Local utilization:
Drawn at 6 px/um. The die is cut into 11 by 11 equal tiles; dark blue is low, red is high, 0 to 100% covered.
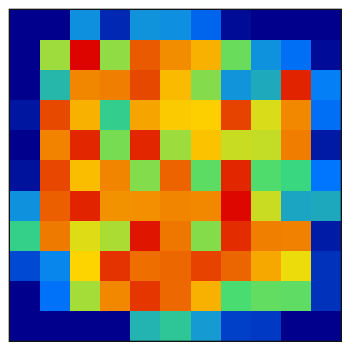
Routed clock nets over the placement:
Drawn at 6 px/um.
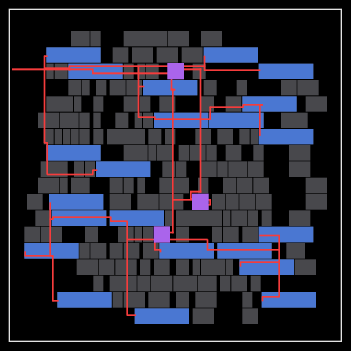
==> config.mk <==
export PLATFORM = sky130hd
export DESIGN_NAME = pipe_hazard_ctrl
export DESIGN_NICKNAME = d
export VERILOG_FILES = /design/src/rtl/pipe_hazard_ctrl.sv
export SDC_FILE = /design/constraint.sdc
export NUM_CORES = 1
export LEC_CHECK = 0
export CAP_MARGIN = 15
export CORE_MARGIN = 2
export CORE_UTILIZATION = 54
export DETAILED_ROUTE_END_ITERATION = 12
export PLACE_DENSITY = 0.91
export SLEW_MARGIN = 25
export SYNTH_ARGS = -nofsm -noshare
export SYNTH_HDL_FRONTEND = slang
export SYNTH_SLANG_ARGS = --single-unit
==> constraint.sdc <==
create_clock -name clk -period 3.6 [get_ports clk]
set_input_delay 0.72 -clock clk [delete_from_list [all_inputs] [get_ports clk]]
set_output_delay 0.72 -clock clk [all_outputs]
set_load 0.03 [all_outputs]
==> Implementation_results.wiki <==
== Flow metrics ==
{| class="wikitable"
! Metric !! Value
|-
| Data required time of the critical path || 2.88 ns
|-
| Remaining max-slew budget at the tightest pin || 0.505
|-
| Final Setup Violations || 0
|-
| Clock-pin slew reported for the worst setup and hold paths after clock tree synthesis || 0.12 ns
|-
| Ratio of final minimum period to clock period || 0.831
|-
| Chip width || 55.1 um
|-
| Sequential element share of the synthesized area || 0.390
|-
| Dominant delay contributor by cell family on the critical path || buffers and inverters
|-
| Gate count of the mapped netlist || 150
|-
| Number of diodes added for antenna fixing || 0
|-
| Hold_ws || 0.576 ns
|-
| Arrival time reported for the critical path endpoint || 2.27 ns
|-
| RSZ-0062 raised after global routing || no
|-
| Largest fanout on the critical path || 28
|-
| Setup slack of the most critical reg-to-reg path || 1.54 ns
|-
| Synthesized area divided by synthesized cell count || 9.40 sq um
|-
| Fraction of final layout cells sized beyond drive strength 1 || 0.110
|-
| Largest net degree at the start of global routing || 29
|-
| Leading power group || registers
|-
| Min-delay worst type || reg -> reg
|-
| Buf+Inv Stages, Crit Path || 4
|-
| Netlist Area Pre-Place || 0.00141 sq mm
|-
| Routed vias/inst || 6.19
|-
| Count of pins on the block boundary || 29
|-
| Routed Wire Length || 3240 um
|-
| First-pass iteration count of the detailed router || 4
|-
| Final GP Congestion || 0.801
|-
| Count of hold-fix buffers inserted at cts || 0
|-
| Deepest clock path buffer count || 2
|-
| Post-layout instance count excluding filler cells || 202
|-
| Grt ovf || 0
|-
| Power attributed to sequential cells || 318 uW
|-
| Residual DRC count || 0
|-
| Min-Delay Path Depth || 2
|-
| # nets final || 182
|-
| Most area-hungry cell type in the Yosys netlist || dfrtp_1
|-
| Number of routed nets with antenna violations || 0
|-
| Sum of net half-perimeters after detailed placement || 2350 um
|-
| Max cap viols || 0
|-
| CTS root buf || clkbuf_4
|-
| Die area || 0.00304 sq mm
|-
| Total cell area reported by yosys after synthesis || 0.00141 sq mm
|-
| Cell types occupying the most area after synthesis || dfrtp_1 39%, or4_1 5.9%, a21oi_1 5.7%, o31ai_1 5.3%, nand3_1 2.8%
|-
| First-pass GRT wire length || 5310 um
|-
| Fraction of power consumed by combinational cells || 0.372
|-
| Worst IR Drop VDD || 0.000457 V
|-
| Global-route usage over all layers || 0.246
|-
| Number of flip-flops in the largest register || 16
|-
| Flop pwr share || 0.461
|-
| DR WL/cell || 16.0 um
|-
| Number of sinks on the clock net || 22
|-
| TritonCTS buffer count || 3
|-
| Power dissipated by switching net loads || 268 uW
|-
| Worst Setup Start Kind || primary input
|-
| Number of placed cells counting well taps || 199
|-
| Maximum achievable frequency || 0.334 GHz
|-
| Proportion of total power due to net switching || 0.388
|-
| Unique cell type count in the Yosys netlist || 46
|-
| CTS tree || yes
|-
| Final Slew Violations || 0
|-
| Level count of the clock H-tree || 1
|-
| Critical setup path kind || in -> out
|-
| Count of buffers inserted at the top-level ports || 28
|-
| List of cells traversed by the critical path || clkdlybuf4s50_1, buf_4, nand3_4, inv_1, buf_4
|-
| Total number of cells along the worst setup path || 5
|-
| Number of warnings the tools reported || 27
|-
| PnR Total Power || 690 uW
|-
| Post-CTS repair timing setup buffer count || 0
|-
| Reported leakage power || 0.664 nW
|-
| Via count of the first global-routing pass || 1,183
|-
| Initial antenna violation count || 0
|-
| P_int || 423 uW
|-
| Post-CTS sizing || 0
|-
| Most numerous cell on the critical path || buf_4
|-
| Via total after detailed routing || 1,251
|-
| Result of the run || completed
|-
| Primary FF master, synth || dfrtp_1
|-
| Most used standard cell by instance count after synthesis || dfrtp_1
|-
| Most numerous cell types in the synthesized netlist || 22 x dfrtp_1, 16 x a21oi_1, 11 x or4_1
|-
| Pwr per Cell Area || 413 mW/mm^2
|-
| Proportion of netlist area held by the largest area contributor || 0.390
|-
| Std cell rows || 18
|-
| Flops out of synthesis || 22
|-
| Total negative setup slack || 0 ns
|-
| Async S/R FF share, synth || 1.00
|}
About 'local utilization':
12% of the tiles are nearly empty. The densest ninth of the die: center. The fullest tile reaches 100%. 41% of the tiles are over 75% full. The emptiest ninth of the die: north-east.
pre-placement core utilization: 0.569
Core Box Area: 0.00248 sq mm
Util after Layout: 0.675

About 'routed clock nets over the placement':
clock wires: marked red, length 310 um. flip-flops: marked blue, count 22. clock drivers: marked purple, count 3.
Position of the flops: all over the die. There are 4 routed clock nets.
clock latency reported for the late side of the worst-skew pair: 0.31 ns
part of the total power dissipated in the clock network: 0.167
Clk power: 115 uW
Worst Clk Skew: 0.000740 ns

-- worst reg2reg max path: cells and delay by family (launching register included) --
kind | cells | cell delay (ns)
adders and majority gates | 1 | 0.24
DFF | 1 | 0.44
muxes | 1 | 0.30
and+or+nand+nor | 3 | 0.98
-- cells in the final DEF, fill, tap and decap left out, types with 2 or more instances in the layout --
master	netlist	layout
clkdlybuf4s50_1	0	23
dfrtp_1	22	22
a21oi_1	16	16
or4_1	11	11
o31ai_1	10	10
inv_1	8	8
nand3_1	8	8
nand2_1	6	6
buf_4	5	6
and2_1	5	5
nor3_1	5	5
o21ai_0	5	5
nor2_1	4	4
nand4_1	4	4
ha_1	3	3
clkbuf_4	0	3
or2_2	2	2
nor4_1	2	2
nor2b_1	2	2
mux2_2	2	2
xnor2_1	2	2
-- through the flow --
stage / instance area [sq um] / setup WS (ns)
6_report: 1670 / 0.607
5_1_grt: 1670 / 0.463
4_1_cts: 1670 / 0.595
3_5_place_dp: 1650 / 0.604
3_3_place_gp: 1650 / 0.656
2_1_floorplan: 1410 / 1.03
-- area by class of cell --
type                    count  area [sq um]
clock buffers               3          22.5
fillers                   207           805
inverters                   8          30.0
multi-input cells         110           757
flip-flops and latches     22           551
well taps                  30          37.5
repair buffers             29           275
-- cells by family (layout without fill, tap and decap cells) --
logic type,after synthesis,in the layout,share of synthesized area
compound gates,40,40,0.177
xor+xnor,2,2,0.0124
fa+ha+maj,3,3,0.0266
buf+inv,18,40,0.0728
flops,22,22,0.390
mux,2,2,0.0160
simple gates,63,63,0.304
-- layer usage --
layer,track usage,vias to the layer above,part of all wire
li1,-,614,-
met1,0.316,602,0.45
met2,0.417,30,0.50
met3,0.0403,5,0.040
met4,0.0854,0,0.014
met5,0,-,0
Power and IR drop assume default switching activity.
